==> config.mk <==
export PLATFORM = sky130hd
export DESIGN_NAME = ex_wb_stage
export DESIGN_NICKNAME = d
export VERILOG_FILES = /design/src/rtl/ex_wb_stage.sv
export SDC_FILE = /design/constraint.sdc
export NUM_CORES = 1
export LEC_CHECK = 0
export ABC_AREA = 1
export CAP_MARGIN = 20
export CORE_ASPECT_RATIO = 0.9
export CORE_MARGIN = 3
export CORE_UTILIZATION = 46
export DETAILED_ROUTE_END_ITERATION = 8
export GPL_TIMING_DRIVEN = 0
export PLACE_DENSITY = 0.82
export SETUP_SLACK_MARGIN = 0.02
export SYNTH_ARGS = -nofsm -noshare
export SYNTH_HDL_FRONTEND = slang
export SYNTH_SLANG_ARGS = --single-unit
==> constraint.sdc <==
create_clock -name clk -period 1.8 [get_ports clk]
set_input_delay 0.36 -clock clk [delete_from_list [all_inputs] [get_ports clk]]
set_output_delay 0.36 -clock clk [all_outputs]
set_load 0.01 [all_outputs]
==> src/rtl/ex_wb_stage.sv <==
// ex_wb_stage: execute-to-writeback stage behind the 16-bit ALU.
// Registers each ALU result and puts it on the single 16-bit register-file
// write port. A narrow op takes one write cycle. WIDE_OP takes two: the low
// half goes to the destination, then the high half goes to HI_REG.
//
// Ports:
//   clk, rst_n              clock, asynchronous active-low reset
//   ex_valid/ex_ready       upstream handshake (ex_ready is combinational)
//   ex_alu_op, ex_result,
//   ex_dest, ex_wr_en       incoming ALU result and its writeback control
//   flush                   kill pending and incoming results
//   wb_we/wb_addr/wb_data   register-file write port
//   fwd_valid               wb_addr/wb_data hold a write being performed
//   busy                    stage not idle
//   retired                 wrapping count of performed register writes
module ex_wb_stage #(
    parameter logic [2:0] WIDE_OP = 3'b010,
    parameter logic [3:0] HI_REG  = 4'd15,
    parameter int         CNT_W   = 16
) (
    input  logic             clk,
    input  logic             rst_n,
    input  logic             ex_valid,
    output logic             ex_ready,
    input  logic [2:0]       ex_alu_op,
    input  logic [31:0]      ex_result,
    input  logic [3:0]       ex_dest,
    input  logic             ex_wr_en,
    input  logic             flush,
    output logic             wb_we,
    output logic [3:0]       wb_addr,
    output logic [15:0]      wb_data,
    output logic             fwd_valid,
    output logic             busy,
    output logic [CNT_W-1:0] retired
);

    typedef enum logic [1:0] {IDLE, WR_LO, WR_HI} state_e;

    state_e           state_q, state_d;
    logic             wide_q, wide_d;
    logic [15:0]      hi_q, hi_d;
    logic [3:0]       addr_q, addr_d;
    logic [15:0]      data_q, data_d;
    logic [CNT_W-1:0] retired_q;
    logic             accept;

    // The only stall is a wide op that still owes its high half.
    assign ex_ready = !((state_q == WR_LO) && wide_q);
    assign accept   = ex_valid && ex_ready && !flush;

    // Decoded from registered state only. R0 is hardwired, so a write to
    // address 0 is suppressed, but the sequence still advances.
    assign wb_we     = (state_q != IDLE) && (addr_q != 4'd0);
    assign wb_addr   = addr_q;
    assign wb_data   = data_q;
    assign fwd_valid = wb_we;
    assign busy      = (state_q != IDLE);
    assign retired   = retired_q;

    always_comb begin
        state_d = state_q;
        wide_d  = wide_q;
        hi_d    = hi_q;
        addr_d  = addr_q;
        data_d  = data_q;
        if (flush) begin
            // The write shown this cycle still completes. Whatever follows it is dropped.
            state_d = IDLE;
        end else if ((state_q == WR_LO) && wide_q) begin
            state_d = WR_HI;
            addr_d  = HI_REG;
            data_d  = hi_q;
        end else if (accept && ex_wr_en) begin
            // From IDLE, from narrow WR_LO or from WR_HI: no bubble.
            state_d = WR_LO;
            addr_d  = ex_dest;
            data_d  = ex_result[15:0];
            wide_d  = (ex_alu_op == WIDE_OP);
            hi_d    = ex_result[31:16];
        end else begin
            // Covers an accept with ex_wr_en=0: the result is discarded.
            state_d = IDLE;
        end
    end

    always_ff @(posedge clk or negedge rst_n) begin
        if (!rst_n) begin
            state_q   <= IDLE;
            wide_q    <= 1'b0;
            hi_q      <= '0;
            addr_q    <= '0;
            data_q    <= '0;
            retired_q <= '0;
        end else begin
            state_q <= state_d;
            wide_q  <= wide_d;
            hi_q    <= hi_d;
            addr_q  <= addr_d;
            data_q  <= data_d;
            if (wb_we) retired_q <= retired_q + 1'b1;
        end
    end

endmodule

### Logic cells by family

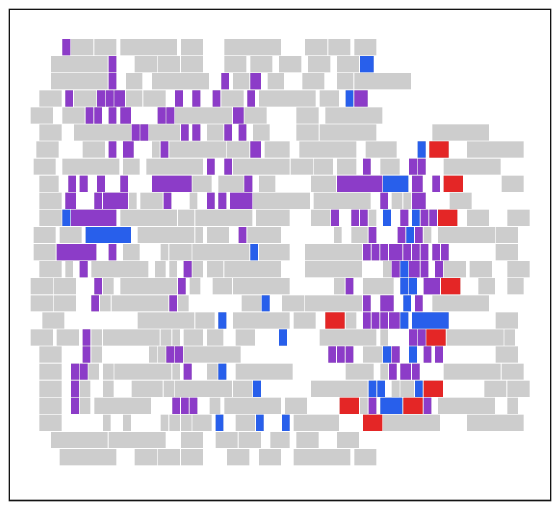
| colour | family | cells |
|---|---|---|
| blue | NOR gates | 30 |
| red | XOR/XNOR gates | 10 |
| purple | NAND gates | 120 |
Cell Count, Final, Fillers Out: 454
logic share of the area: 29.5%
most frequent logic cell in the layout: nand2_1

### Met1 routing

Supply wires on this layer in grey.
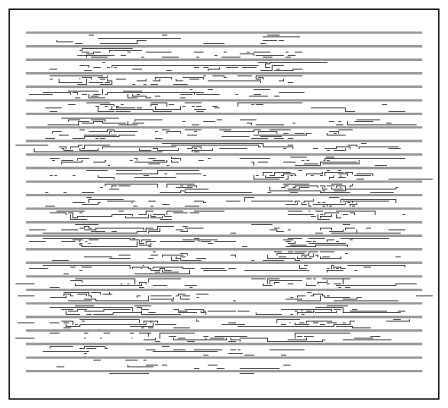
wire length on this layer: 2430 um
share of all routed wire: 41%
nets with wire on the layer: 374
M1 GR Usage: 22.0%
via count: 2232
final WL: 5940 um

### Clock wiring as the flow saved it

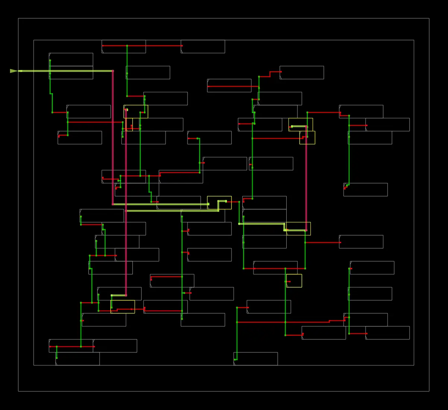
clock buffers: 6
seq_cells: 55
clock network power: 0.000691 W
# clock sinks: 55
Late-Pin Clk Latency: 320 ps

### Metal 2

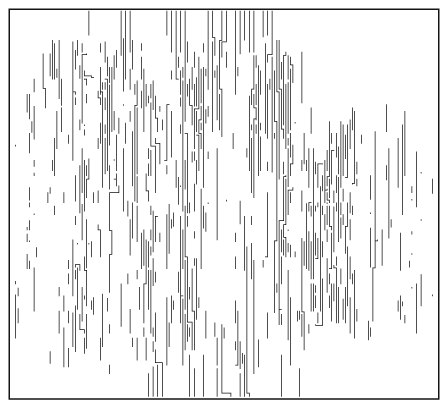
nets with wire on the layer: 347
share of all routed wire: 51%
longest straight run: 29.4 um
main direction: vertical
wire length on this layer: 3030 um
global-route met2 utilization: 32.4%

### M3 wires

Bar = 20 um.
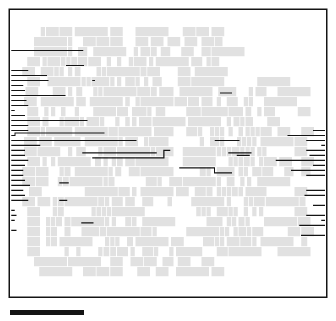
nets with wire on the layer: 56
share of all routed wire: 6.6%
met3 usage: 5.41%

==> impl_metrics.yaml <==
# synthesis and place-and-route metrics
sta:
  setup_violations: 0
  fmax_mhz: 568
  worst_pin_slew_ps: 580
worst_setup_path:
  r2r-end: "wb_addr[3]"
  path_class: "flip-flop to output pin"
  r2r_cells: 7
finish:
  final_util_pct: 68.3
  most-common-layout-cells: "nand2_1 (98), clkdlybuf4s50_1 (78), dfrtp_1 (55), nor2_1 (25), inv_1 (19)"
  num-fill-cells: 437
global_routing:
  grt_usage_pct: 18.8
  grt_pass1_vias: 2134
clock_tree:
  cts_resized: 10
  cts_htree_levels: 2
power_and_ir_drop:
  pwr-share-comb_pct: 26.0
  p_leak_nw: 1.63
  swShare_pct: 29.2
  seqPwrFrac_pct: 51.2
  switchingPower_w: 0.000884
yosys:
  mux_share_pct: 0
  syn_area_um2: 2650
  top_cell: "nand2_1"
  ys_warn_count: 0
  synth_area_leader_cell: "dfrtp_1"
floorplan:
  initCoreUtil_pct: 48.9
routing:
  met2WireLength_um: 3030
  drtIter0Drc: 70
  routed.top_layer: "met4"
status:
  status: "complete, no violations"
==> area by class of cell <==
class | count | area (um2) | share of cell area (%)
Buffer | 9 | 87.6 | 2.37
Clock buffer | 6 | 72.6 | 1.96
Clock inverter | 2 | 17.5 | 0.474
Inverter | 24 | 100 | 2.71
Multi-Input combinational cell | 203 | 1090 | 29.5
Sequential cell | 55 | 1380 | 37.3
Tap cell | 67 | 83.8 | 2.27
Timing Repair Buffer | 88 | 867 | 23.5
==> registers in the layout (all words and copies together), names as in the netlist <==
signal   cells
retired     16
wb_data     16
state_q      2
wb_addr      4
wide_q       1
hi_q        16
No activity file was given, so power comes from the tool's default toggle rates.
